## src/rtl/time_display_scan_if.sv

```systemverilog
// Bundle between the time register and the display scanner: the six held
// BCD digits going in, the multiplexed 7-segment drive coming out.
interface time_display_scan_if;
  logic [3:0] ht_in;
  logic [3:0] ho_in;
  logic [3:0] mt_in;
  logic [3:0] mo_in;
  logic [3:0] st_in;
  logic [3:0] so_in;
  logic [5:0] an_n;
  logic [6:0] seg_n;
  logic       dp_n;
  logic       frame_start;

  // Time-register side: supplies digits, observes the display drive.
  modport master (
    output ht_in, ho_in, mt_in, mo_in, st_in, so_in,
    input  an_n, seg_n, dp_n, frame_start
  );

  // Scanner side: samples digits, drives the display pins.
  modport slave (
    input  ht_in, ho_in, mt_in, mo_in, st_in, so_in,
    output an_n, seg_n, dp_n, frame_start
  );
endinterface

```

## src/rtl/time_display_scan.sv

```systemverilog
// Six-digit common-anode multiplexed display scanner. Digits are snapshotted
// once per frame so a frame never mixes two different times; each slot gets
// one blank (anti-ghosting) cycle followed by TICKS_PER_DIGIT-1 lit cycles.
module time_display_scan #(
  parameter int TICKS_PER_DIGIT = 1000,
  parameter bit BLANK_LEADING   = 1'b1
) (
  input logic                 clk,
  input logic                 reset,
  time_display_scan_if.slave  bus
);

  localparam int             CNT_W    = (TICKS_PER_DIGIT > 1) ? $clog2(TICKS_PER_DIGIT) : 1;
  localparam logic [CNT_W-1:0] CNT_LAST = CNT_W'(TICKS_PER_DIGIT - 1);
  localparam logic [2:0]     IDX_LAST = 3'd5;

  logic [CNT_W-1:0] r_cnt;
  logic [2:0]       r_idx;
  logic [3:0]       r_shadow [6];
  logic             r_frame_start;

  logic             w_slot_end;
  logic [3:0]       w_digit;
  logic [6:0]       w_seg;
  logic             w_suppress;

  // Active-low segment pattern {g,f,e,d,c,b,a}; non-BCD codes show a dash.
  function automatic logic [6:0] seg_decode(input logic [3:0] digit);
    case (digit)
      4'd0:    seg_decode = 7'h40;
      4'd1:    seg_decode = 7'h79;
      4'd2:    seg_decode = 7'h24;
      4'd3:    seg_decode = 7'h30;
      4'd4:    seg_decode = 7'h19;
      4'd5:    seg_decode = 7'h12;
      4'd6:    seg_decode = 7'h02;
      4'd7:    seg_decode = 7'h78;
      4'd8:    seg_decode = 7'h00;
      4'd9:    seg_decode = 7'h10;
      default: seg_decode = 7'h3F;
    endcase
  endfunction

  assign w_slot_end = (r_cnt == CNT_LAST);

  // Dwell counter, slot index, frame-wrap snapshot and frame_start pulse.
  // NOTE: sequential state uses <= so every flop samples pre-edge values;
  // the shadows are reset too, so the first frame shows defined zeros.
  always_ff @(posedge clk) begin
    if (reset) begin
      r_cnt         <= '0;
      r_idx         <= '0;
      r_frame_start <= 1'b0;
      for (int i = 0; i < 6; i++) r_shadow[i] <= '0;
    end else begin
      r_frame_start <= 1'b0;
      if (w_slot_end) begin
        r_cnt <= '0;
        if (r_idx == IDX_LAST) begin
          r_idx         <= '0;
          r_frame_start <= 1'b1;
          r_shadow[0]   <= bus.ht_in;
          r_shadow[1]   <= bus.ho_in;
          r_shadow[2]   <= bus.mt_in;
          r_shadow[3]   <= bus.mo_in;
          r_shadow[4]   <= bus.st_in;
          r_shadow[5]   <= bus.so_in;
        end else begin
          r_idx <= r_idx + 3'd1;
        end
      end else begin
        r_cnt <= r_cnt + 1'b1;
      end
    end
  end

  // Select the shadow digit for the active slot and decode it.
  // NOTE: every output of this block gets a default first, so no path can
  // leave a value unassigned and infer a latch.
  always_comb begin
    w_digit = r_shadow[0];
    case (r_idx)
      3'd1:    w_digit = r_shadow[1];
      3'd2:    w_digit = r_shadow[2];
      3'd3:    w_digit = r_shadow[3];
      3'd4:    w_digit = r_shadow[4];
      3'd5:    w_digit = r_shadow[5];
      default: w_digit = r_shadow[0];
    endcase
    w_seg      = seg_decode(w_digit);
    w_suppress = BLANK_LEADING && (r_idx == 3'd0) && (w_digit == 4'd0);
  end

  // Display drive: blank on the first cycle of every slot, otherwise light
  // the slot's anode; the hours-tens digit may be suppressed when zero.
  always_comb begin
    bus.an_n  = 6'h3F;
    bus.seg_n = 7'h7F;
    bus.dp_n  = 1'b1;
    if (r_cnt != '0) begin
      bus.an_n  = ~(6'b100000 >> r_idx);
      bus.seg_n = w_suppress ? 7'h7F : w_seg;
      bus.dp_n  = !((r_idx == 3'd1) || (r_idx == 3'd3));
    end
  end

  assign bus.frame_start = r_frame_start;

endmodule

```

## src/flat_wrapper.sv

```systemverilog
// flat-port wrapper written by rule: the top's interface ports become plain ports
module time_display_scan_flat 
#(
  parameter int TICKS_PER_DIGIT = 1000,
  parameter bit BLANK_LEADING   = 1'b1
)
  (clk, reset, bus_ht_in, bus_ho_in, bus_mt_in, bus_mo_in, bus_st_in, bus_so_in, bus_an_n, bus_seg_n, bus_dp_n, bus_frame_start);
  time_display_scan_if bus_i ();
  input logic clk;
  input logic reset;
  input wire logic [$bits(bus_i.ht_in)-1:0] bus_ht_in;
  input wire logic [$bits(bus_i.ho_in)-1:0] bus_ho_in;
  input wire logic [$bits(bus_i.mt_in)-1:0] bus_mt_in;
  input wire logic [$bits(bus_i.mo_in)-1:0] bus_mo_in;
  input wire logic [$bits(bus_i.st_in)-1:0] bus_st_in;
  input wire logic [$bits(bus_i.so_in)-1:0] bus_so_in;
  output wire logic [$bits(bus_i.an_n)-1:0] bus_an_n;
  output wire logic [$bits(bus_i.seg_n)-1:0] bus_seg_n;
  output wire logic [$bits(bus_i.dp_n)-1:0] bus_dp_n;
  output wire logic [$bits(bus_i.frame_start)-1:0] bus_frame_start;
  assign bus_i.ht_in = bus_ht_in;
  assign bus_i.ho_in = bus_ho_in;
  assign bus_i.mt_in = bus_mt_in;
  assign bus_i.mo_in = bus_mo_in;
  assign bus_i.st_in = bus_st_in;
  assign bus_i.so_in = bus_so_in;
  assign bus_an_n = bus_i.an_n;
  assign bus_seg_n = bus_i.seg_n;
  assign bus_dp_n = bus_i.dp_n;
  assign bus_frame_start = bus_i.frame_start;
  time_display_scan #(.TICKS_PER_DIGIT(TICKS_PER_DIGIT), .BLANK_LEADING(BLANK_LEADING)) u_core (.clk(clk), .reset(reset), .bus(bus_i));
endmodule
```

## config.mk

```make
export PLATFORM = sky130hd
export DESIGN_NAME = time_display_scan_flat
export DESIGN_NICKNAME = d
export VERILOG_FILES = /design/src/rtl/time_display_scan_if.sv /design/src/rtl/time_display_scan.sv /design/src/flat_wrapper.sv
export SDC_FILE = /design/constraint.sdc
export NUM_CORES = 1
export LEC_CHECK = 0
export ABC_AREA = 1
export CAP_MARGIN = 15
export CORE_MARGIN = 1
export CORE_UTILIZATION = 56
export CTS_CLUSTER_DIAMETER = 60
export DETAILED_ROUTE_END_ITERATION = 10
export PLACE_DENSITY = 0.86
export SYNTH_ARGS = -nofsm -noshare
export SYNTH_HDL_FRONTEND = slang
export SYNTH_SLANG_ARGS = --single-unit
```

## constraint.sdc

```tcl
create_clock -name clk -period 7.4 [get_ports clk]
set_input_delay 0.74 -clock clk [delete_from_list [all_inputs] [get_ports clk]]
set_output_delay 0.74 -clock clk [all_outputs]
set_load 0.1 [all_outputs]
```

**Run 1: metal 1**

Cells faint in the background.
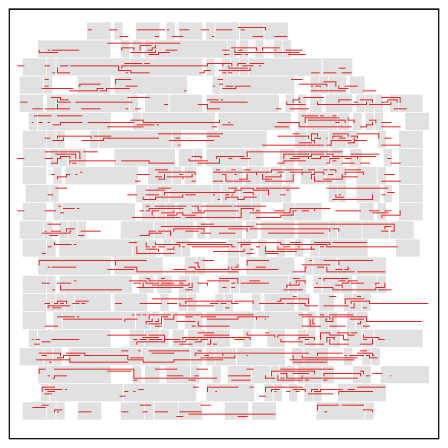
wire length on this layer: 1760 um
nets with wire on the layer: 307
GRT met1 Usage: 27.2%
total number of vias: 1803
final WL: 4140 um

**Run 1: metal 2**

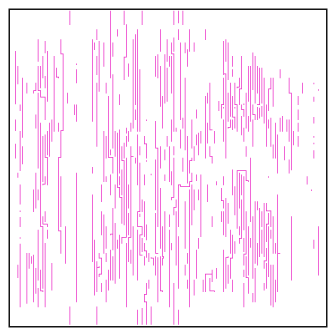
share of all routed wire: 52%
longest straight run: 26.2 um
wire length on this layer: 2150 um
nets with wire on the layer: 267

==> CHANGELOG.md, run 1 <==
### Implementation results

* Synth Flop Type: edfxtp_1
* FF-to-FF path depth at 6
* NetSw at 0.137 mW
* Final Skew at 0.00881 ns
* Largest net degree at the start of global routing at 25
* Clkbuf count at 8
* Fmax at 0.223 GHz
* VDD IR-drop max at 0.139 mV
* Util after Layout at 74.1%
* Detailed Place HPWL at 3130 um
* Arr. time, crit path at 3.75 ns
* Worst setup EP type: output pin
* Synth Cell Area at 0.00218 sq mm
* Post-cts gate resize count at 0
* Non-Clock Buffer Area Fraction at 15.2%
* Routability cong. at 0.895
* Comb_multi_in at 169
* Combinational share of cell area at 33.7%
* DR iter-0 viols at 114
* Fin. Hold Viols at 0
* Clock tree cell share of total cell area at 4.85%
* Via density at 5.04
* IO Pins at 41
* TritonCTS Buffers at 5
* Setup Buffers After CTS at 0
* Row cnt at 22
* Reg area at 0.00100 sq mm
* Distinct lib cells at 28
* Nonclk inv count at 54
* Critical Path, Cell by Cell: inv_1 -> ha_1 -> a21oi_1 -> nand2_1 -> nand2_1 -> ha_1 -> inv_1 -> nor2_1 -> nand3_2 -> nand2_2 -> nor2_4 -> nand2_1 -> clkdlybuf4s50_1
* Reg clk slew, reported paths at 0.08 ns
* Largest type area fraction at 33.1%
* Slowest stage delay, CP at 1.12 ns
* Antenna fix cells at 0
* First-pass GRT wire length at 7200 um
* Non-clk bufs at 41
* Critical path's slowest cell: clkdlybuf4s50_1
* Tmin final at 4.49 ns
* Non-Filler Instances at 358
* Number of enable flip-flop cells at 24
* Wire per inst at 11.6 um
* Fin nets at 341
* Post-detailed-route count of antenna-violating nets at 0
* Number of global-route vias before repair at 1669
* Late-Pin Clk Latency at 0.29 ns
* Mapped Cells at 267
* Setup_tns at 0 ns
* Area Overhead vs Synth at 25.6%
* RSZ-0062 raised after global routing: no
* Clock sinks at 38
* Crit path depth at 13
* Fin crit share at 60.7%
* Area of the core at 0.00369 sq mm
* Hold path cells at 1
* Initial antenna violation count at 0
* OpenROAD warning count at 29
* Core Util at FP at 59.0%
* Share of power burned in registers at 45.6%
* CTS HTree Levels at 2
* Total of max-cap violations at 0
* Tapcells at 48
* Seq pwr at 0.234 mW
* Top cells by area, synth: edfxtp_1, dfxtp_1, inv_1
* Flop share of the area at 36.6%
* CP required at 6.66 ns
* Top cell type by total area after synthesis: edfxtp_1
* Combinational cell power at 0.0908 mW
* Most frequent cell after synthesis: inv_1
* Seq share, synth at 46.0%
* Syn_nets at 299
* #FFs+latches synth at 38
* Setup violators final at 0
* Flop count at 38
* Number of synthesis warnings at 0
* Ys async rst share at 0%
* Inst Count DP at 349
* Hold Slack at 0.479 ns
* CTS max path bufs at 2
* Layout cells sized above 1 at 11.0%
* Die height at 64.3 um
* Die ar. at 0.00414 sq mm
* Power Density at 188 mW/mm^2
* Clk power at 0.188 mW
* Max-slew violation count at 0
* Largest cell class: sequential cells
* Status: finished, final reports clean
* Worst slew pin tran at 0.974 ns
* Crit path max fanout at 14
* Max transition margin at 34.9%
* Total GRT Usage at 22.8%
* Setup WS pre-CTS at 3.24 ns
* Biggest consumer: registers
* WS Path Type: flip-flop to output pin
* Most used cell, CP: nand2_1
* Final setup margin at 2.91 ns
* Post-DP Area at 0.00258 sq mm
* # Cells Yosys at 267
* Final total power at 0.513 mW
* Int Pwr at 0.376 mW
* GR Overflow Total at 0
* Combinational power share at 17.7%
* Logic area at 921 sq um
* Fillers at 286
* First-pass iteration count of the detailed router at 5
* Sw Share at 26.7%
* Top delay family on crit path: buffers and inverters
* CP Buf/Inv Count at 3
* Cts hold-fix bufs at 0
* Design area at 0.00273 sq mm
* Remaining DRCs at 0
* Die W at 64.3 um
* Syn Area/Cell at 8.15 sq um
* Area reported by Yosys stat at 0.00218 sq mm
**Run 1: the metal 3 layer**

Cells faint in the background.
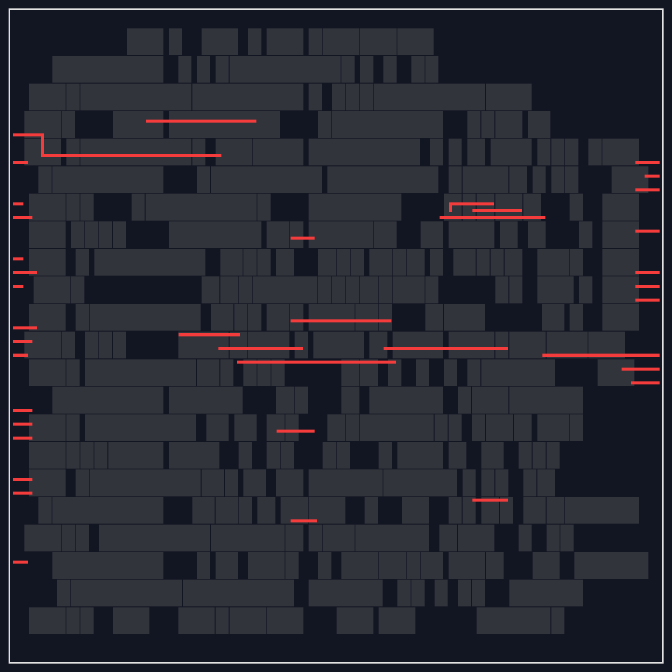
main direction: horizontal
longest straight run: 17.5 um

[run 1: worst register-to-register path: cells and delay by family, from the launching register on]
family                     cells  cell delay, ns
and+or+nand+nor                3            0.46
DFF                            1            0.39
buffers and inverters          1            0.23
AOI/OAI and AO/OA              1            0.34
adders and majority gates      1            0.18
[run 1: layout by cell type (no fill, tap or decap), types with 4 or more instances in the layout]
cell	Yosys	layout
ha_1	6	6
edfxtp_1	24	24
inv_2	5	5
clkdlybuf4s50_1	0	40
nand2_2	4	4
nand2_1	44	44
nand4_1	14	14
a21oi_1	8	8
nand3_1	18	18
dfxtp_1	14	14
nor2_1	42	42
clkbuf_8	0	6
o21ai_0	5	4
inv_1	49	49
[run 1: cells by family after synthesis]
logic type	Yosys count	synth area share [%]
adders and majority gates	6	3.45
AOI/OAI and AO/OA	18	4.83
buffers and inverters	60	11.8
DFF	38	46.0
and+or+nand+nor	144	33.5
xor gates and xnor gates	1	0.403
[run 1: per-layer routing]
layer / track usage, % / up-vias / share of wire, %
li1: - / 938 / -
met1: 27.2 / 810 / 42
met2: 40.0 / 48 / 52
met3: 5.36 / 7 / 4.0
met4: 7.50 / 0 / 1.5
met5: 0 / - / 0
[run 1: sequential cells by signal (all words and copies together), names as in the netlist]
| name | flops |
|---|---|
| u_core.r_shadow | 24 |
| u_core.bus.frame_start | 1 |
| u_core.r_idx | 3 |
| u_core.r_cnt | 10 |
[run 1: path summary, 6_finish.rpt]
| path | to | slack (ns) | startpoint |
|---|---|---|---|
| hold reg to reg | u_core.r_cnt[0] | 0.48 | u_core.r_cnt[0] |
| setup / recovery | bus_seg_n[2] | 2.91 | u_core.r_idx[2] |
| hold / removal | u_core.r_cnt[0] | 0.48 | u_core.r_cnt[0] |
| setup reg to reg | u_core.r_shadow[0][12] | 5.48 | u_core.r_cnt[0] |
**Run 1: register map, names as in the netlist**

Bar = 20 um. Other sequential cells in the stronger grey, the rest of the logic in the fainter grey.
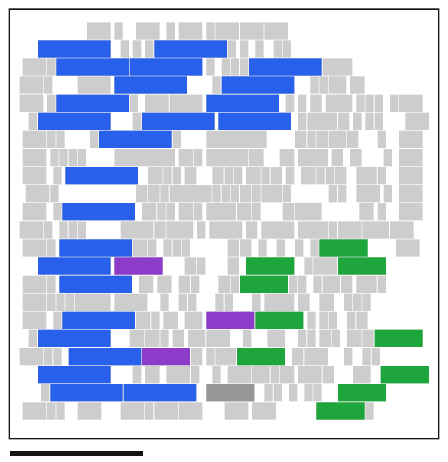

==> inputs of run 2 (changes only) <==
- CORE_UTILIZATION: 56 -> 47
- PLACE_DENSITY: 0.86 -> 0.77
- clock period: 7.4 -> 3.8 ns (I/O delays scaled with it)
**Run 2: register map, names as in the netlist**

Bar = 20 um. Other sequential cells in the stronger grey, the rest of the logic in the fainter grey.
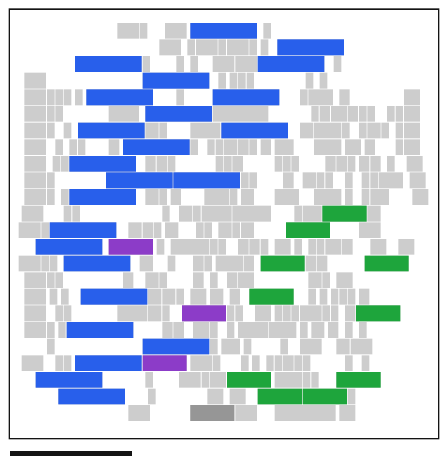
legend:
  purple:
    signal: u_core.r_idx
    sequential_cells: 3
  green:
    signal: u_core.r_cnt
    sequential_cells: 10
  blue:
    signal: u_core.r_shadow
    sequential_cells: 24

==> run 2 against run 1 <==
Compared with the run above:
- combinational power grew 92%
- largest cell class unchanged
- via count shrank 2.7%
- synthesized cell count is the same
- highest routed layer unchanged
- routed wire length shrank 3.3%
- global-route usage shrank 5.1 points
- critical endpoint is now bus_seg_n[4]
- critical path depth is the same
- power grew 84%
- final cell count grew 1.1%
==> CHANGELOG.md, run 2 <==
### Implementation results

* Status: finished, final reports clean
* Biggest regs: u_core.r_shadow x24, u_core.r_cnt x10, u_core.r_idx x3
* Top sig layer: met4
* Area Overhead vs Synth at 23.5%
* Post-cts gate resize count at 0
* Gr busiest metal: met2
* RSZ-0062 raised after global routing: no
* Detailed Place HPWL at 2990 um
* Largest net degree at the start of global routing at 25
* Number of synthesis warnings at 0
* Layout cells sized above 1 at 15.5%
* Number of global-route vias before repair at 1576
* Initial antenna violation count at 0
* Row cnt at 24
* Tmin final at 3.31 ns
* Slowest stage delay, CP at 0.58 ns
* First-pass GRT wire length at 6860 um
* GRT met1 Usage at 22.5%
* Mapped Cells at 267
* Late-Pin Clk Latency at 0.30 ns
* Fin nets at 341
* Worst setup EP type: output pin
* Most flop-heavy register: u_core.r_shadow
* Critical Path, Cell by Cell: inv_1 -> ha_1 -> a21oi_1 -> nand2_1 -> nand2_1 -> ha_1 -> inv_1 -> nor2_1 -> nand3_2 -> nand2_2 -> inv_2 -> nand2_1 -> buf_4
* Antenna fix cells at 0
* Fmax at 0.302 GHz
* Distinct lib cells at 28
* IO Pins at 41
* Critical path's slowest cell: dfxtp_1
* CTS HTree Levels at 2
* Reg2reg end: u_core.r_shadow[0][13]
* First-pass iteration count of the detailed router at 4
* Reg clk slew, reported paths at 0.09 ns
* Cts hold-fix bufs at 0
* Crit path max fanout at 14
* Largest type area fraction at 33.1%
* Total of max-cap violations at 0
* Routability cong. at 0.818
* Area reported by Yosys stat at 0.00218 sq mm
* Final setup margin at 0.488 ns
* Via density at 4.85
* #FFs+latches synth at 38
* Total GRT Usage at 17.7%
* Max-slew violation count at 0
* Most frequent cell after synthesis: inv_1
* Fillers at 389
* Post-detailed-route count of antenna-violating nets at 0
* OpenROAD warning count at 29
* Worst slew pin tran at 0.957 ns
* Crit path depth at 13
* # Cells Yosys at 267
* Die ar. at 0.00491 sq mm
* Setup violators final at 0
* Number of enable flip-flop cells at 24
* Syn Area/Cell at 8.15 sq um
* Met1 Routed Length at 1840 um
* Final Skew at 0.0170 ns
* DR iter-0 viols at 77
* Top cell excl fill/tap: inv_1
* GRT met2 Usage at 29.2%
* TritonCTS Buffers at 5
* FF-to-FF path depth at 6
* Setup_tns at 0 ns
* Final total power at 0.945 mW
* VDD IR-drop max at 0.204 mV
* Power Density at 352 mW/mm^2
* Arr. time, crit path at 2.93 ns
* Die height at 70.0 um
* CTS max path bufs at 2
* Crit path launch: u_core.r_idx[2]
* Core Util at FP at 49.3%
* Hold path cells at 1
* Setup WS pre-CTS at 0.817 ns
* CP required at 3.42 ns
* Fin crit share at 87.2%
* Top cells by area, synth: edfxtp_1, dfxtp_1, inv_1
* Setup Buffers After CTS at 0
* WS Path Type: flip-flop to output pin
* CTS tree: built
* Synth Flop Type: edfxtp_1
* Die W at 70.0 um
* Reg2Reg Launch Point: u_core.r_cnt[0]
* Routed wl met3 at 159 um
* Seq share, synth at 46.0%
* WL met2 at 1930 um
* Syn_nets at 299
* Synth Cell Area at 0.00218 sq mm
* Leak at 1.21 nW
* Ys async rst share at 0%
* Hold path start: u_core.r_cnt[0]
* Area of the core at 0.00441 sq mm
* Worst hold endpoint: u_core.r_cnt[0]
* GR Overflow Total at 0
**Run 2: the metal 3 layer**

Cells faint in the background.
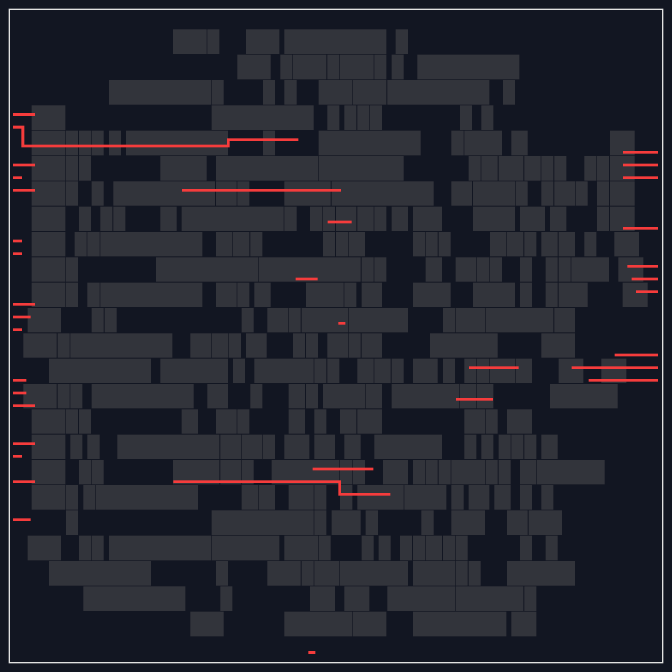
main direction: horizontal
nets with wire on the layer: 32
longest straight run: 22.1 um
share of all routed wire: 4.0%
wire length on this layer: 159 um
total number of vias: 1755
GR Util met3: 4.62%
final WL: 4000 um

==> run 2: cell counts after synthesis <==
Identical to the previous run, type by type.
==> run 2: worst reg2reg max path, delay by kind of cell (launching register included) <==
| kind | cells | cell delay [ns] |
|---|---|---|
| compound gates | 1 | 0.46 |
| flops | 1 | 0.38 |
| simple gates | 3 | 0.44 |
| fa+ha+maj | 1 | 0.18 |
| buf+inv | 1 | 0.22 |
==> run 2: cell families after synthesis <==
group	share of synthesized area, %
AOI/OAI and AO/OA	4.83
xor gates and xnor gates	0.403
adders and majority gates	3.45
buffers and inverters	11.8
DFF	46.0
and+or+nand+nor	33.5
==> run 2: worst max path at each step <==
stage	end	slack [ns]
floorplan	bus_dp_n	0.49
global placement	bus_seg_n[3]	0.95
detailed placement	bus_seg_n[3]	0.82
CTS	bus_seg_n[3]	0.50
global route	bus_seg_n[3]	0.25
finish	bus_seg_n[4]	0.49
==> run 2: final cells by class <==
| cell class | count | area [sq um] | share of cell area, % |
|---|---|---|---|
| timing repair buffer | 41 | 393 | 14.6 |
| clock inverter | 2 | 10.0 | 0.373 |
| multi-input combinational | 169 | 921 | 34.3 |
| clock buffer | 6 | 93.8 | 3.49 |
| tap | 52 | 65.1 | 2.42 |
| inverter | 54 | 203 | 7.55 |
| sequential | 38 | 1000 | 37.3 |
==> run 2: stage by stage <==
stage,cell area [sq um],util (%),instances
CTS,2660,60.2,361
finish,2690,60.9,362
global placement,2550,57.9,353
detailed placement,2550,57.9,353
global route,2690,60.9,362
floorplan,2180,-,267
==> run 2: power by group <==
group | internal, mW | switching, mW
Clock | 0.167 | 0.150
Sequential | 0.449 | 0.00524
Combinational | 0.0537 | 0.120
Total | 0.670 | 0.276
Power is estimated from default activity; no workload was simulated.
